==> config.mk <==
export PLATFORM = sky130hd
export DESIGN_NAME = cpu_bus_arbiter
export DESIGN_NICKNAME = d
export VERILOG_FILES = /design/src/rtl/cpu_bus_arbiter_pkg.sv /design/src/rtl/cpu_bus_arbiter_wait_timer.sv /design/src/rtl/cpu_bus_arbiter.sv
export SDC_FILE = /design/constraint.sdc
export NUM_CORES = 1
export LEC_CHECK = 0
export CAP_MARGIN = 0
export CORE_MARGIN = 2
export CORE_UTILIZATION = 45
export CTS_CLUSTER_SIZE = 20
export DETAILED_ROUTE_END_ITERATION = 7
export PLACE_DENSITY = 0.82
export SLEW_MARGIN = 20
export SYNTH_ARGS = -nofsm -noshare
export SYNTH_HDL_FRONTEND = slang
export SYNTH_SLANG_ARGS = --single-unit
export TNS_END_PERCENT = 1
==> constraint.sdc <==
create_clock -name clk -period 3 [get_ports clk]
set_input_delay 0.45 -clock clk [delete_from_list [all_inputs] [get_ports clk]]
set_output_delay 0.45 -clock clk [all_outputs]
set_load 0.02 [all_outputs]
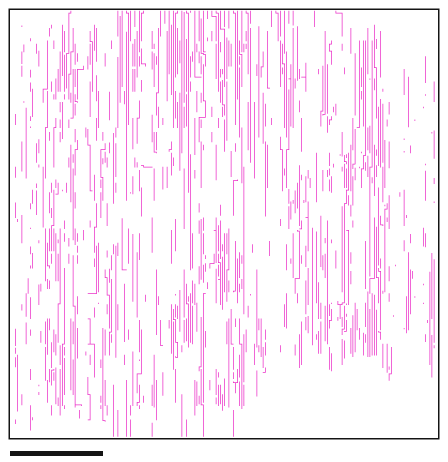
Figure 1: run 1, signal wires on met2.
Bar = 20 um.
share of all routed wire	48%
wire length on this layer	4,350 um
main direction	vertical
met2 demand-to-capacity share in global routing: 35.7%
via count: 3,056

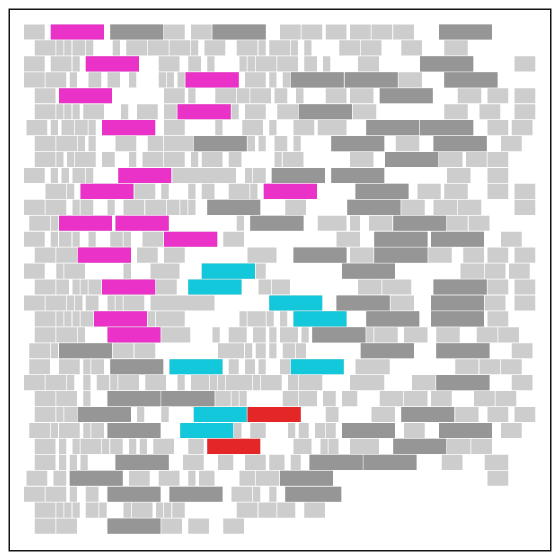
Figure 2: run 1, register map, names as in the netlist.
Other sequential cells in the stronger gray, the rest of the logic in the fainter gray.
color	name in the netlist	flops
red	`state_r`	2
magenta	`mem_wdata`	16
cyan	`u_wait_timer.count_r`	8
not colored	55
power in sequential cells: 1890 uW
Flop area: 2030 um2
fin util: 69.3%

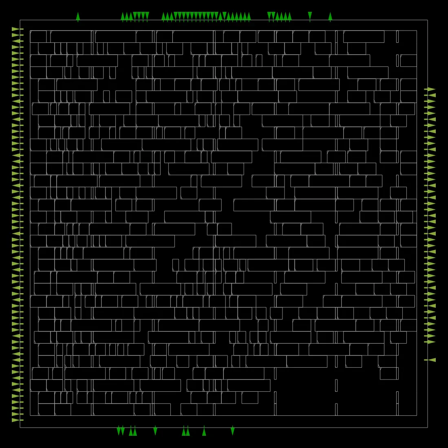
Figure 3: run 1, cell outlines without signal wires.
core area: 7610 um2
post-route insts no fill: 581
fraction of area in registers: 38.5%
Seq Cell Count: 81
Fill cells: 583

==> summary.txt, run 1 <==
Flow results follow.

For this run, the detailed router's first-pass iteration total came to 4. The power density of the placed cells is 1070 nW/um2. Per the post-route antenna check, the number of violating nets is 0. For this design, Yosys synthesis ends with a cell count of 328. Global routing used 21.8% of the available tracks. The die is 92.2 um tall. Per the final timing report, the hold violations number 0.

The via count of the first global-routing pass is 2,990. The final wirelength is 9060 um. The final timing summary puts the cycle share of the worst path at 76.4%.

Entering global routing, the biggest net connects 82 pins. Per the detail_route report, routed wire per instance is 15.6 um. The number of buffers on the longest clock path is 2. Sorting the synthesized cells by area gives the leading types as sky130_fd_sc_hd__dfrtp_1, sky130_fd_sc_hd__o32a_2, sky130_fd_sc_hd__nand2_1.

The post-detailed-placement half-perimeter wirelength is 6610 um. The worst vdd rail ir drop is 587 uV. The async set-or-reset flop fraction in the synthesized netlist is 100%. The sequential-to-total area share from yosys stat is 58.0%. Looking at the gate-level netlist, the highest instance count belongs to sky130_fd_sc_hd__dfrtp_1.

During I/O placement, the number of pins put on the boundary was 157. The total number of clock tree sinks is 81. For reference, the top cells by count after synthesis are sky130_fd_sc_hd__dfrtp_1, sky130_fd_sc_hd__nand2_1, sky130_fd_sc_hd__nor2_1. The number of pins exceeding their max-slew limit in the final report is 0. The setup slack of the worst register-to-register path is 710 ps.

The cell depth of the worst flop-to-flop path is 6. The violation count after the first detailed-routing iteration is 126. The largest area contributor in the netlist is sky130_fd_sc_hd__dfrtp_1. Setup repair after global routing left no endpoint under its margin. The number of antenna violations at the first check in global routing is 0. The number of warnings reported in the stage logs is 27.

According to the floorplan log, the row count is 32. The top cell type by area accounts for 57.2% of the synthesized area. The clock tree root driver cell is sky130_fd_sc_hd__clkbuf_8. The final power report lists total power as 5660 uW. The final instance area is 5270 um2. The worst pin sits at a relative slew slack of 52.0%. The final antenna diode count is 0. The worst hold path belongs to the class in -> async. The measured slew at the worst slew-check pin is 720 ps. Counting flops with a built-in enable in the synthesized netlist gives 0.

The synthesized chip area reported by yosys is 3500 um2. The predominant post-synthesis flop cell is sky130_fd_sc_hd__dfrtp_1. The ratio of routed vias to standard cells is 5.26. The yosys synthesis warning count is 0. The flow ran to the end, and the final reports show no timing, DRC or antenna violations.

In the final layout, the share of cells above drive strength 1 is 12.9%. The final setup TNS is 0 ps. The net count after synthesis is 417.
[run 1: stage by stage]
step	std cells	setup WS (ps)	hold WS, ps
after detailed placement	565	620	483
after floorplan	328	972	154
final	581	707	132
after CTS	581	719	313
after global placement	565	694	464
after global routing	581	573	210
[run 1: critical path, cell delays in order, from the launching register on]
cell	delay (ps)
sky130_fd_sc_hd__dfrtp_1	410
sky130_fd_sc_hd__inv_1	90
sky130_fd_sc_hd__ha_1	130
sky130_fd_sc_hd__or4b_1	450
sky130_fd_sc_hd__or4_4	470
sky130_fd_sc_hd__a21oi_4	430
sky130_fd_sc_hd__o32a_2	250
[run 1: area by class of cell]
cell class	count	area [um2]
fill	583	2330
sequential	81	2030
timing repair buffer	159	1590
multi-input combinational	218	1300
clock buffer	11	131
tap	102	128
clock inverter	5	80.1
inverter	5	18.8
[run 1: kinds of logic (layout without fill, tap and decap cells)]
| kind of cell | after synthesis | count (layout) | share of synthesized area [%] |
|---|---|---|---|
| XOR/XNOR | 5 | 5 | 1.25 |
| adder cells (fa/ha/maj) | 2 | 2 | 0.715 |
| AND-OR/OR-AND | 75 | 75 | 18.5 |
| AND/OR/NAND/NOR | 136 | 136 | 16.5 |
| flip-flops | 81 | 81 | 58.0 |
| buffers and inverters | 29 | 180 | 5.01 |
[run 1: report_power, final]
group	switching [uW]	total [uW]	leakage (uW)	internal, uW
Sequential	303	1890	0.000933	1580
Clock	373	841	0.0000995	468
Combinational	1580	2930	0.00107	1350
[run 1: per-layer routing]
metal	share of wire, %	GRT usage [%]
met5	0	0
met4	0.71	6.72
met3	10	7.97
met2	48	35.7
met1	41	27.0
==> inputs of run 2 (changes only) <==
- CORE_UTILIZATION: 45 -> 38
- PLACE_DENSITY: 0.82 -> 0.73
- clock period: 3 -> 1.9 ns (I/O delays scaled with it)
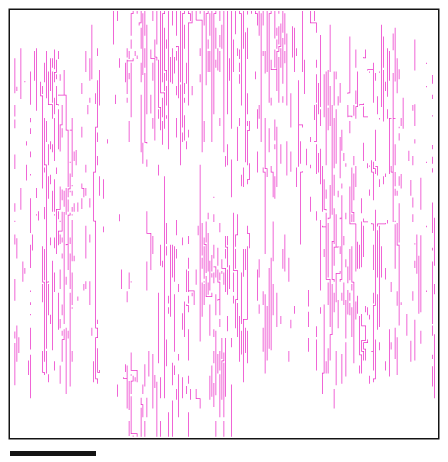
Figure 4: run 2, signal wires on met2.
Bar = 20 um.
main direction	vertical
share of all routed wire	48%
longest straight run	51.7 um
wire length after detailed routing: 9330 um
via count: 3,121
met2 demand-to-capacity share in global routing: 30.4%

==> summary.txt, run 2 <==
Flow results follow.

The yosys synthesis warning count was 0 (unchanged). The number of enable flip-flop cells is 0 (unchanged). The clock tree root driver cell is sky130_fd_sc_hd__clkbuf_8.

The design internal power is 5800 uW (+71%). The checks that failed: negative setup slack. Setup repair after global routing could not meet its margin everywhere. The switching power total is 3610 uW (+60%).

The worst hold-check path type is in -> async. The number of buffers on the longest clock path came to 2 (unchanged). After synthesis, the cell types taking the most area are sky130_fd_sc_hd__dfrtp_1, sky130_fd_sc_hd__o32a_2, sky130_fd_sc_hd__nand2_1. The pin count of the biggest net entering global routing is 75 (-8.5%).

The multi-input logic portion of the cell area is 23.6% (-1.1 points). The post-detailed-placement half-perimeter wirelength is 6810 um (+3.0%). The clock-cell share of area is 4.42% (+0.41 points).

The global-route total usage across every layer is 18.7% (-3.1 points). The setup slack of the worst register-to-register path is -140 ps (-850 ps). The number of filler cells placed in the layout is 753 (+29%). The final count of negative-setup-slack endpoints is 32.

The fraction of post-synthesis cell area in the top cell type by area was 57.2% (unchanged). The layout inverter count without the clock tree is 5 (unchanged). After synthesis, the most frequently instantiated cells are sky130_fd_sc_hd__dfrtp_1, sky130_fd_sc_hd__nand2_1, sky130_fd_sc_hd__nor2_1. The post-synthesis net count is 417 (unchanged).

The final antenna diode count is 0 (unchanged). The async set-or-reset flop fraction in the synthesized netlist is 100% (unchanged). The measured slew at the worst slew-check pin was 400 ps (-320 ps). The fraction of final layout cells sized beyond drive strength 1 is 16.5% (+3.6 points). The run finished, with violations left.

The number of signal-net buffers in the layout is 177 (+11%). The cell depth of the worst flop-to-flop path is 7 (+1). The setup slack after layout is -143 ps (-849 ps). The final critical-path share of the clock period is 108% (+31 points). The slowest stage of the critical path belongs to the cell sky130_fd_sc_hd__or4_4. The total number of clock tree sinks came to 81 (unchanged). The non-clock buffer share of cell area is 32.6% (+2.5 points). The worst-case setup slack after placement is -145 ps (-765 ps). The biggest cell delay along the critical path is 470 ps (about the same). The total number of multi-input combinational cells is 218 (unchanged). The relative slew slack is 73.2% (+21 points).

The buffer and inverter count on the worst path is 2 (+1). The area taken by flip-flops and latches is 2030 um2 (unchanged). The number of pins exceeding their max-slew limit in the final report is 0 (unchanged). The largest contributor to cell area by class is sequential cells. The worst vdd rail ir drop is 714 uV (+22%). The core region area is 9060 um2 (+19%). The antenna violation net count after detailed routing is 0 (unchanged). The number of primary I/O pins is 157 (unchanged). The number of cell instances after yosys synthesis came to 328 (unchanged).

Post-synth the commonest register cell is sky130_fd_sc_hd__dfrtp_1.
## run 2: cell counts after synthesis
Identical to the previous run, type by type.
## run 2: power groups by stage
stage	clock, uW	sequential (uW)	combinational (uW)
finish	1520	2960	4940
global route	1620	3060	5360
CTS	1560	2960	5000
detailed placement	0	2990	4970
global placement	0	2960	4880
floorplan	0	3790	1820
## run 2: worst register-to-register path: cells and delay by family, from the launching register on
| family | cells | cell delay [ps] |
|---|---|---|
| and+or+nand+nor | 2 | 920 |
| buffers and inverters | 2 | 220 |
| DFF | 1 | 390 |
| AOI/OAI and AO/OA | 2 | 330 |
| adders and majority gates | 1 | 140 |
## run 2: what timing repair did
item | CTS | global route
hold buffers | 1 | 0
endpoints found under the hold margin | 21 | 0
setup endpoints to repair | 33 | 35
resized | 2 | 1
## run 2: routing by layer
metal  share of wire, %  wire, um  vias to the layer above  track usage, %
met3                8.1       753                        9            4.94
met4                1.4       130                        0            6.95
met2                 48      4510                      140            30.4
met5                  0         0                        -               0
met1                 42      3940                     1478            24.2
li1                   -         -                     1494               -
## run 2: kinds of logic (layout without fill, tap and decap cells)
family	Yosys count	in the layout	synth area share [%]
XOR/XNOR	5	5	1.25
flip-flops	81	81	58.0
AND-OR/OR-AND	75	75	18.5
AND/OR/NAND/NOR	136	136	16.5
buffers and inverters	29	198	5.01
adder cells (fa/ha/maj)	2	2	0.715
## run 2: through the flow
step	power (uW)	utilization, %	std cells	TNS, ps
3_3_place_gp	7840	58.3	591	-3380
3_5_place_dp	7950	58.3	591	-4440
5_1_grt	10000	61.2	608	-6590
2_1_floorplan	5610	-	328	-2810
6_report	9420	61.2	608	-3970
4_1_cts	9520	61.2	608	-4340
No activity file was given, so power comes from the tool's default toggle rates.
